## src/rtl/div_pkg.sv

```systemverilog
// -----------------------------------------------------------------------------
// div_pkg
// Shared constants and types for the 32-by-16 sequential divider.
//   DVD_W  : dividend width
//   DVS_W  : divisor / quotient / remainder width
//   ITER   : number of restoring iterations (one quotient bit each)
//   CNT_W  : width of the iteration counter
//   div_state_e : controller states (idle, iterate, result held)
// -----------------------------------------------------------------------------
package div_pkg;

    localparam int unsigned DVD_W = 32;
    localparam int unsigned DVS_W = 16;
    localparam int unsigned ITER  = 16;
    localparam int unsigned CNT_W = $clog2(ITER);

    // Partial remainder carries one guard bit above the divisor width.
    localparam int unsigned REM_W = DVS_W + 1;

    typedef enum logic [1:0] {
        StIdle = 2'd0,
        StCalc = 2'd1,
        StDone = 2'd2
    } div_state_e;

    // Quotient does not fit in DVS_W bits when the upper half of the dividend
    // already reaches the divisor.
    function automatic logic quot_overflow(input logic [DVD_W-1:0] dvd,
                                           input logic [DVS_W-1:0] dvs);
        return (dvs != '0) && (dvd[DVD_W-1:DVS_W] >= dvs);
    endfunction

endpackage

```

## src/rtl/sub_17b.sv

```systemverilog
// -----------------------------------------------------------------------------
// sub_17b
// 17-bit ripple-borrow subtractor: diff = a - b.
//   a    : minuend
//   b    : subtrahend
//   diff : a - b modulo 2^17
//   neg  : borrow out of the MSB, i.e. a < b (result negative)
// -----------------------------------------------------------------------------
module sub_17b
    import div_pkg::*;
(
    input  logic [REM_W-1:0] a,
    input  logic [REM_W-1:0] b,
    output logic [REM_W-1:0] diff,
    output logic             neg
);

    logic [REM_W:0] borrow;

    assign borrow[0] = 1'b0;

    for (genvar i = 0; i < REM_W; i++) begin : g_bit
        // Full subtractor cell: borrow when a < b + borrow_in for this bit.
        assign diff[i]     = a[i] ^ b[i] ^ borrow[i];
        assign borrow[i+1] = (~a[i] & b[i]) | (~(a[i] ^ b[i]) & borrow[i]);
    end

    assign neg = borrow[REM_W];

endmodule

```

## src/rtl/div_32by16_seq.sv

```systemverilog
// -----------------------------------------------------------------------------
// div_32by16_seq
// Unsigned 32/16 restoring divider, one quotient bit per clock, MSB first.
// Valid/ready on both sides; results are registered and held until accepted.
//   clk       : clock, rising edge
//   rst_n     : asynchronous active-low reset
//   in_valid  : dividend/divisor presented
//   in_ready  : divider idle and able to accept an operation
//   dividend  : 32-bit unsigned numerator
//   divisor   : 16-bit unsigned denominator
//   out_valid : result presented
//   out_ready : consumer accepts result
//   quotient  : 16-bit quotient (all ones on divide-by-zero or overflow)
//   remainder : 16-bit remainder
//   div_zero  : divisor was zero
//   overflow  : quotient would not fit in 16 bits
// -----------------------------------------------------------------------------
module div_32by16_seq
    import div_pkg::*;
(
    input  logic             clk,
    input  logic             rst_n,
    input  logic             in_valid,
    output logic             in_ready,
    input  logic [DVD_W-1:0] dividend,
    input  logic [DVS_W-1:0] divisor,
    output logic             out_valid,
    input  logic             out_ready,
    output logic [DVS_W-1:0] quotient,
    output logic [DVS_W-1:0] remainder,
    output logic             div_zero,
    output logic             overflow
);

    div_state_e state_q, state_d;

    logic [CNT_W-1:0] iter_q, iter_d;
    logic [REM_W-1:0] rem_q, rem_d;
    logic [DVS_W-1:0] sr_q, sr_d;
    logic [DVS_W-1:0] dvs_q, dvs_d;
    logic [DVS_W-1:0] quotient_q, quotient_d;
    logic [DVS_W-1:0] remainder_q, remainder_d;
    logic             div_zero_q, div_zero_d;
    logic             overflow_q, overflow_d;

    // {partial remainder, shift register} shifted left by one; the MSB of the
    // pair falls off since the partial remainder is always below the divisor.
    logic [REM_W+DVS_W-1:0] pair_shift;
    logic [REM_W-1:0]       rem_shift;
    logic [REM_W-1:0]       trial_diff;
    logic                   trial_neg;
    logic [REM_W-1:0]       rem_next;
    logic [DVS_W-1:0]       sr_next;

    assign pair_shift = {rem_q, sr_q} << 1;
    assign rem_shift  = pair_shift[REM_W+DVS_W-1:DVS_W];

    sub_17b u_trial_sub (
        .a    (rem_shift),
        .b    ({1'b0, dvs_q}),
        .diff (trial_diff),
        .neg  (trial_neg)
    );

    // Restore on a negative trial, otherwise keep the difference; the
    // quotient bit enters at the LSB vacated by the shift.
    assign rem_next = trial_neg ? rem_shift : trial_diff;
    assign sr_next  = pair_shift[DVS_W-1:0] | {{(DVS_W-1){1'b0}}, ~trial_neg};

    always_comb begin
        state_d     = state_q;
        iter_d      = iter_q;
        rem_d       = rem_q;
        sr_d        = sr_q;
        dvs_d       = dvs_q;
        quotient_d  = quotient_q;
        remainder_d = remainder_q;
        div_zero_d  = div_zero_q;
        overflow_d  = overflow_q;

        unique case (state_q)
            StIdle: begin
                if (in_valid) begin
                    dvs_d = divisor;
                    if (divisor == '0) begin
                        state_d     = StDone;
                        div_zero_d  = 1'b1;
                        overflow_d  = 1'b0;
                        quotient_d  = '1;
                        remainder_d = dividend[DVS_W-1:0];
                    end else if (quot_overflow(dividend, divisor)) begin
                        state_d     = StDone;
                        div_zero_d  = 1'b0;
                        overflow_d  = 1'b1;
                        quotient_d  = '1;
                        remainder_d = '0;
                    end else begin
                        state_d    = StCalc;
                        div_zero_d = 1'b0;
                        overflow_d = 1'b0;
                        rem_d      = {1'b0, dividend[DVD_W-1:DVS_W]};
                        sr_d       = dividend[DVS_W-1:0];
                        iter_d     = CNT_W'(ITER - 1);
                    end
                end
            end

            StCalc: begin
                rem_d = rem_next;
                sr_d  = sr_next;
                if (iter_q == '0) begin
                    state_d     = StDone;
                    quotient_d  = sr_next;
                    remainder_d = rem_next[DVS_W-1:0];
                end else begin
                    iter_d = iter_q - 1'b1;
                end
            end

            StDone: begin
                if (out_ready) begin
                    state_d = StIdle;
                end
            end

            default: begin
                state_d = StIdle;
            end
        endcase
    end

    always_ff @(posedge clk or negedge rst_n) begin
        if (!rst_n) begin
            state_q     <= StIdle;
            iter_q      <= '0;
            rem_q       <= '0;
            sr_q        <= '0;
            dvs_q       <= '0;
            quotient_q  <= '0;
            remainder_q <= '0;
            div_zero_q  <= 1'b0;
            overflow_q  <= 1'b0;
        end else begin
            state_q     <= state_d;
            iter_q      <= iter_d;
            rem_q       <= rem_d;
            sr_q        <= sr_d;
            dvs_q       <= dvs_d;
            quotient_q  <= quotient_d;
            remainder_q <= remainder_d;
            div_zero_q  <= div_zero_d;
            overflow_q  <= overflow_d;
        end
    end

    // Handshake flags decode only the state register.
    assign in_ready  = (state_q == StIdle);
    assign out_valid = (state_q == StDone);
    assign quotient  = quotient_q;
    assign remainder = remainder_q;
    assign div_zero  = div_zero_q;
    assign overflow  = overflow_q;

endmodule
```

## config.mk

```make
export PLATFORM = sky130hd
export DESIGN_NAME = div_32by16_seq
export DESIGN_NICKNAME = d
export VERILOG_FILES = /design/src/rtl/div_pkg.sv /design/src/rtl/sub_17b.sv /design/src/rtl/div_32by16_seq.sv
export SDC_FILE = /design/constraint.sdc
export NUM_CORES = 1
export LEC_CHECK = 0
export ABC_AREA = 1
export CORE_ASPECT_RATIO = 1.1
export CORE_MARGIN = 2
export CORE_UTILIZATION = 50
export DETAILED_ROUTE_END_ITERATION = 10
export PLACE_DENSITY = 0.83
export SKIP_CTS_REPAIR_TIMING = 1
export SLEW_MARGIN = 20
export SYNTH_ARGS = -nofsm -noshare
export SYNTH_HDL_FRONTEND = slang
export SYNTH_SLANG_ARGS = --single-unit
```

## constraint.sdc

```tcl
create_clock -name clk -period 7.9 [get_ports clk]
set_input_delay 1.185 -clock clk [delete_from_list [all_inputs] [get_ports clk]]
set_output_delay 1.185 -clock clk [all_outputs]
set_load 0.005 [all_outputs]
```

==> results.py, run 1 <==
# Synthesis and PnR figures
metrics = {
    "outcome": {
        "outcome": "finished, final reports clean",
    },
    "yosys": {
        "ys_area_um2": 5101,
        "top_cell_area_share_pct": 43.17,
        "ys.flops": 88,
        "ys.flop_type": "dfrtp_1",
        "synthArstFlopShare_pct": 100.0,
        "syn_area_um2": 5101,
        "edf_count": 0,
        "yosysUniqueCellTypes": 28,
        "ys_sh_xor_pct": 0,
        "top_cells_by_count": "nand2_1, dfrtp_1, nand3_1, o21ai_0, inv_1",
    },
    "pwr": {
        "p_int_w": 0.001328,
        "pwr-share-seq_pct": 32.9,
        "swShare_pct": 44.90,
        "finalPower_w": 0.002411,
        "power-per-cell-area_nw_per_um2": 390.0,
        "pg_clk_w": 0.000325,
        "comb_power_w": 0.00129,
        "combPwrFrac_pct": 53.6,
    },
    "placed_design": {
        "port_buffers": 87,
    },
    "final_layout": {
        "final_util_pct": 62.50,
        "layout_top_cells": "nand2_1, dfrtp_1, clkdlybuf4s50_1",
        "drive_gt1_share_pct": 5.753,
    },
    "final_timing": {
        "skew_ns": 0.009435,
        "timing.fmax_ghz": 0.1318,
        "fin_hold_ws_ns": 0.4781,
        "tightest_slew_ns": 1.049,
        "finalSetupViolCount": 0,
        "setup_tns_ns": 0,
    },
    "floorplanning": {
        "die_w_um": 100.3,
        "dieArea_um2": 11030,
        "die_h_um": 109.9,
    },
    "run": {
        "maxCapViolCount": 0,
        "warning_count": 26,
    },
    "clock_network": {
        "htreeDepth": 3,
        "numCtsBuffers": 9,
        "clock_latency_ns": 0.37,
        "clk_pin_slew_ns": 0.09,
    },
    "critical_path": {
        "required_ns": 8.16,
        "cp_common_cell": "fa_1",
        "cp_max_fo": 13,
        "endpoint_kind": "flip-flop",
        "crit_buf_inv": 4,
    },
    "route": {
        "viasPerCell": 5.436,
        "detail-route-antenna-nets": 0,
        "drt_iter0_markers": 332,
    },
    "global_routing": {
        "grt_max_degree": 89,
    },
}
-- run 1: worst min-delay path, cell delays in order (launching register included) --
cell,delay [ns]
dfrtp_1,0.35
nand2_1,0.05
nand2_1,0.05
-- run 1: registers in the layout (all words and copies together), names as in the netlist --
| name | flops |
|---|---|
| dvs_q | 16 |
| quotient | 16 |
| rem_q | 16 |
| remainder | 16 |
| sr_q | 16 |
| iter_q | 4 |
| state_q | 2 |
| div_zero | 1 |
| overflow | 1 |
-- run 1: worst paths after layout --
kind	startpoint	endpoint	slack, ns	cells past startpoint
min	remainder[7]	remainder[7]	0.48	2
min in group asynchronous	rst_n	iter_q[1]	0.86	1
max in group asynchronous	rst_n	dvs_q[4]	6.47	1
max reg2reg	sr_q[15]	remainder[3]	0.31	26
max	sr_q[15]	remainder[3]	0.31	26
min reg2reg	remainder[7]	remainder[7]	0.48	2
-- run 1: kinds of logic (layout without fill, tap and decap cells) --
| family | after synthesis | after routing |
|---|---|---|
| and+or+nand+nor | 340 | 340 |
| buffers and inverters | 101 | 174 |
| AOI/OAI and AO/OA | 95 | 95 |
| DFF | 88 | 88 |
| adders and majority gates | 33 | 33 |
-- run 1: layer usage --
layer,vias up,global-route usage [%],part of all wire [%]
met5,-,0,0
met3,26,4.959,6.2
met2,186,38.02,48
met4,0,10.27,2.8
met1,2183,32.85,43
li1,2226,-,-
-- run 1: final cells by class --
class / count / area share [%]
inverter: 64 / 3.887
timing repair buffer: 93 / 15.08
multi-input combinational: 468 / 39.57
clock buffer: 10 / 2.227
sequential: 88 / 35.63
clock inverter: 6 / 1.093
timing repair inverter: 1 / 0.08097
tap: 120 / 2.429
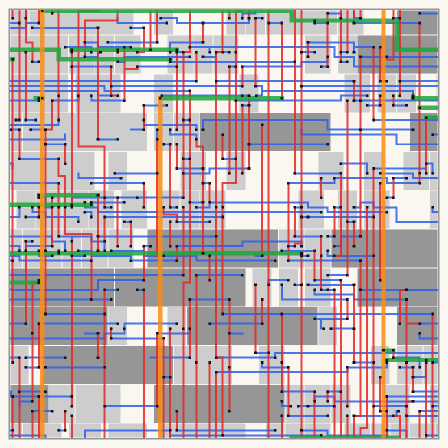
*Layout detail, run 1*
Region (35, 18) to (65, 48) µm. Cells in grey, sequential cells in the stronger grey; small squares are vias.
met2: marked red. met3: marked green. met4: marked orange. met1: marked blue.
Most frequent: nand2_1 (25), nand3_1 (13), dfrtp_1 (11). Sequential cells in the window: 11. 83 logic cells have their middle in the window. Netlist names of flops here include rem_q (4), sr_q (3), remainder (2).

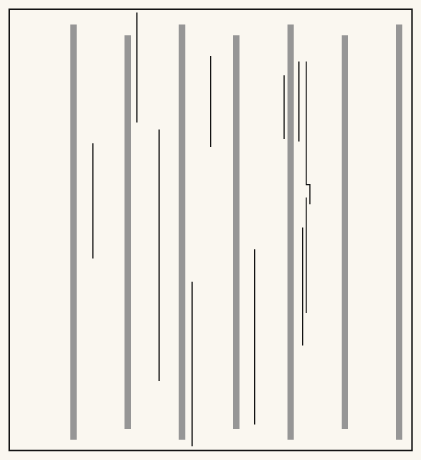
*The metal 4 layer, run 1*
Scale: 4 px per µm. Supply wires on this layer in grey.
11 nets have wire on it. The wires run mostly vertical. The layer holds 2.8% of the routed length. The longest straight run is 62.6 µm. The layer carries 355 µm of wire.
vias post-DR: 4621
Detailed Route WL: 12650 µm

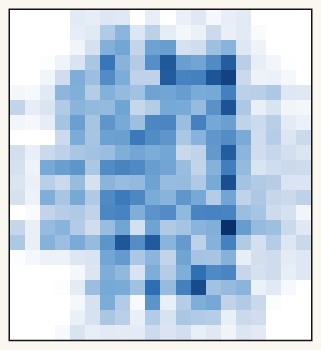
*Routed metal per tile, run 1*
Scale: 3 px per µm. 20 x 22 tiles, from white (low) to dark blue (high), scaled to the fullest tile. Values are wire area over tile area, all layers added.
The emptiest ninth of the die: lower left. The mean over all tiles is 0.19. 21% of the tiles are over half the peak. The fullest tile reaches 0.63.
routed len/inst: 14.88 µm
GRT Util Overall: 24.22%

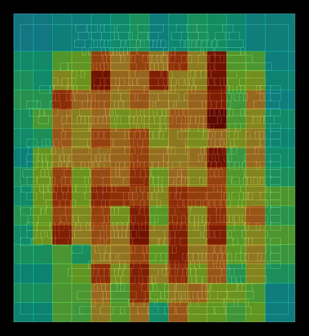
*Congestion heat map, run 1*
met1 Track Usage GR: 32.85%
GR Layer Usage met2: 38.02%

==> inputs of run 2 (changes only) <==
--- a/config.mk
+++ b/config.mk
@@ -16,3 +16,4 @@
 export SYNTH_ARGS = -nofsm -noshare
 export SYNTH_HDL_FRONTEND = slang
+export SYNTH_HIERARCHICAL = 1
 export SYNTH_SLANG_ARGS = --single-unit
==> constraint.sdc (replaced) <==
create_clock -name clk -period 7.9 [get_ports clk]
set_input_delay 1.185 -clock clk [delete_from_list [all_inputs] [get_ports clk]]
set_output_delay 1.185 -clock clk [all_outputs]
set_load 0.1 [all_outputs]
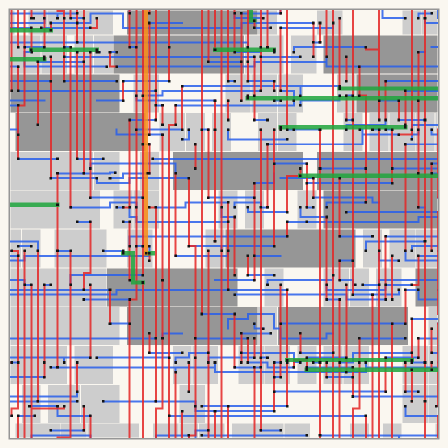
*Layout detail, run 2*
Region (36, 18) to (66, 48) µm. Cells in grey, sequential cells in the stronger grey; small squares are vias.
met1: marked blue. met4: marked orange. met2: marked red. met3: marked green.
Sequential cells in the window: 13. 77 logic cells have their middle in the window. Most frequent: nand2_1 (22), nand3_1 (15), dfrtp_1 (13). Netlist names of flops here include sr_q (7), remainder (4), rem_q (2).

==> run 2 against run 1 <==
Design area increased by 5.2%. Critical endpoint is now remainder[14]. Largest power group unchanged. Worst setup slack got worse by 0.22 ns. Clock-buffer cell count unchanged. Die size increased by 2.7%. Clock skew decreased by 0.0034 ns. Synthesized cell count increased by 1.5%. Core utilization increased by 0.65 points. Register-to-register slack got worse by 0.22 ns. Wire length increased by 14%.
==> results.py, run 2 <==
# Synthesis and PnR figures
metrics = {
    "route": {
        "wire_per_inst_um": 16.38,
        "viasPerCell": 5.499,
        "vias": 4850,
    },
    "min_path": {
        "holdPathEnd": "remainder[9]",
        "hold_path_depth": 2,
        "hp-start": "remainder[9]",
    },
    "pwr": {
        "swShare_pct": 53.01,
        "power-per-cell-area_nw_per_um2": 482.9,
        "comb_power_w": 0.00186,
        "pwr-share-seq_pct": 25.9,
    },
    "yosys": {
        "yosysUniqueCellTypes": 30,
        "synthArstFlopShare_pct": 100.0,
        "syn_area_um2": 5246,
        "top_cells_by_count": "nand2_1, nand3_1, dfrtp_1, inv_1, o21ai_0",
    },
    "floorplanning": {
        "die_w_um": 101.7,
    },
    "critical_path": {
        "crit_buf_inv": 6,
        "endpoint_kind": "flip-flop",
        "cp_common_cell": "fa_1",
        "rr_endpoint": "remainder[14]",
    },
    "clock_network": {
        "htreeDepth": 3,
        "numCtsBuffers": 9,
    },
    "run": {
        "maxCapViolCount": 0,
    },
    "global_routing": {
        "gr-usage-all-layers_pct": 26.37,
    },
    "outcome": {
        "outcome": "finished, final reports clean",
    },
    "final_timing": {
        "finalSetupViolCount": 0,
        "tightest_slew_ns": 1.006,
    },
    "placed_design": {
        "port_buffers": 87,
    },
}
run 2: metal layers:
layer | track usage [%] | vias up | part of all wire, %
met4 | 10.54 | 0 | 3.5
li1 | - | 2268 | -
met5 | 0 | - | 0
met1 | 35.36 | 2314 | 41
met2 | 42.68 | 227 | 48
met3 | 4.080 | 41 | 7.3
run 2: kinds of logic (layout without fill, tap and decap cells):
group	count (synthesis)	after routing	synth area share (%)
other cells	1	1	0.07148
compound gates	74	74	8.037
flops	88	88	41.97
buf+inv	118	190	9.850
simple gates	352	352	29.67
fa+ha+maj	34	34	10.40
run 2: cell type report:
class | count | area [µm²] | area share, %
Multi-Input combinational cell | 461 | 2579 | 39.66
Sequential cell | 88 | 2202 | 33.87
Timing Repair Buffer | 93 | 917.1 | 14.10
Inverter | 81 | 304.0 | 4.676
Clock buffer | 10 | 239.0 | 3.675
Tap cell | 143 | 178.9 | 2.752
Clock inverter | 6 | 82.58 | 1.270
run 2: metrics by stage:
step	TNS [ns]	utilization, %	cells	hold slack (ns)	setup slack (ns)
6_report	0	63.15	882	0.4725	0.09187
5_1_grt	-0.2318	63.15	882	0.4951	-0.04644
4_1_cts	0	62.58	881	0.4753	0.1765
3_5_place_dp	0	59.46	865	0.4601	0.2263
3_3_place_gp	0	59.46	865	0.4533	0.3962
2_1_floorplan	0	-	667	0.4419	0.7564
run 2: worst max path at each step:
stage	startpoint	endpoint	slack, ns	depth (start not counted)
after floorplan	sr_q[15]	remainder[10]	0.76	29
after global placement	sr_q[15]	remainder[6]	0.40	28
after detailed placement	sr_q[15]	remainder[8]	0.23	28
after CTS	sr_q[15]	remainder[8]	0.18	28
after global routing	sr_q[15]	remainder[14]	-0.05	28
final	sr_q[15]	remainder[14]	0.09	28
==> inputs of run 3 (changes only) <==
SLEW_MARGIN = unset   (was 20)
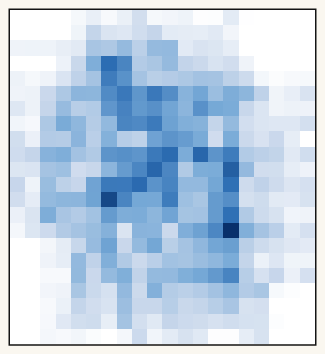
*Routed metal per tile, run 3*
Scale: 3 px per µm. 20 x 22 tiles, from white (low) to dark blue (high), scaled to the fullest tile. Values are wire area over tile area, all layers added.
14% of the tiles are nearly empty. The densest ninth of the die: centre. The fullest tile reaches 0.77. The mean over all tiles is 0.21.

==> run 3 against run 2 <==
First-iteration DRC count shrank 0.22%. Hold slack is essentially flat. Total power is essentially flat. Die size is the same. Fmax is essentially flat. Wire length shrank 0.33%. Clock skew grew 0.00065 ns. Via count shrank 0.35%. Area after synthesis is the same. Synthesized cell count is the same. Sequential share of layout area is essentially flat. Global-route usage is the same.
==> results.py, run 3 <==
# Synthesis and PnR figures
metrics = {
    "min_path": {
        "hp-start": "remainder[9]",
    },
    "critical_path": {
        "endpoint_kind": "flip-flop",
        "cp_common_cell": "fa_1",
        "startpoint": "sr_q[15]",
        "arrival_ns": 8.04,
        "cpPeakStageDelay_ns": 0.41,
        "crit_buf_inv": 6,
    },
    "final_layout": {
        "final_util_pct": 63.13,
        "layout.cells.non_filler": 882,
        "layout.cells.most_common": "nand2_1",
        "drive_gt1_share_pct": 7.037,
    },
    "yosys": {
        "synthArstFlopShare_pct": 100.0,
        "synth_top_cell_by_count": "nand2_1",
        "edf_count": 0,
        "top_cell_area_share_pct": 41.97,
        "syn_area_um2": 5246,
        "yosysUniqueCellTypes": 30,
        "top_cells_by_count": "nand2_1, nand3_1, dfrtp_1, inv_1, o21ai_0",
    },
    "route": {
        "wire_per_inst_um": 16.33,
        "vias": 4833,
        "viasPerCell": 5.480,
    },
    "placed_design": {
        "post-place-ws_ns": 0.2263,
        "dp.cells": 865,
        "port_buffers": 87,
    },
    "final_timing": {
        "finalSetupViolCount": 0,
        "setup_tns_ns": 0,
        "tightest_slew_ns": 1.145,
        "layout_setup_ws_ns": 0.08482,
        "fin_hold_ws_ns": 0.4724,
        "skew_ns": 0.006698,
    },
    "clock_network": {
        "htreeDepth": 3,
        "numCtsBuffers": 9,
    },
    "outcome": {
        "outcome": "finished, final reports clean",
    },
    "pwr": {
        "power-per-cell-area_nw_per_um2": 482.7,
        "peakVddDrop_uv": 200.4,
    },
    "floorplanning": {
        "die_w_um": 101.7,
    },
    "global_routing": {
        "gr-usage-all-layers_pct": 26.37,
    },
    "run": {
        "maxCapViolCount": 0,
    },
}
==> run 3: cell counts after synthesis <==
Identical to the previous run, type by type.
==> run 3: metal layers <==
layer  track usage (%)  vias up  routed length, µm  part of all wire, %
li1                  -     2269                  -                    -
met4             10.54        0                520                  3.6
met5                 0        -                  0                    0
met3             4.080       42               1013                  7.0
met1             35.36     2279               5931                   41
met2             42.68      243               6934                   48
==> run 3: logic make-up after synthesis <==
family | synth area share, %
other | 0.07148
AND/OR/NAND/NOR | 29.67
adder cells (fa/ha/maj) | 10.40
AND-OR/OR-AND | 8.037
buffers and inverters | 9.850
flip-flops | 41.97
==> run 3: area by class of cell <==
type | instances | area [µm²]
tap | 143 | 178.9
inverter | 81 | 304.0
fill | 849 | 3796
timing repair buffer | 93 | 917.1
clock inverter | 6 | 82.58
clock buffer | 10 | 239.0
sequential | 88 | 2202
multi-input combinational | 461 | 2576
==> run 3: worst paths after layout <==
| check | to | slack, ns | depth (start not counted) |
|---|---|---|---|
| worst max register to register | remainder[14] | 0.08 | 28 |
| worst max-delay path | remainder[14] | 0.08 | 28 |
| max in group asynchronous | sr_q[7] | 6.06 | 2 |
| worst min register to register | remainder[9] | 0.47 | 2 |
| worst min-delay path | remainder[9] | 0.47 | 2 |
| min in group asynchronous | iter_q[1] | 0.84 | 1 |
==> run 3: worst reg2reg max path, delay by kind of cell, from the launching register on <==
kind	cells	cell delay [ns]
fa+ha+maj	17	6.09
compound gates	2	0.45
buf+inv	6	0.44
flops	1	0.38
simple gates	3	0.34
==> run 3: power by group <==
part | switching [W] | internal, W | total [W]
registers | 0.000155 | 0.000657 | 0.000813
clock network | 0.000180 | 0.000284 | 0.000464
logic | 0.00133 | 0.000535 | 0.00186
Power and IR drop assume default switching activity.
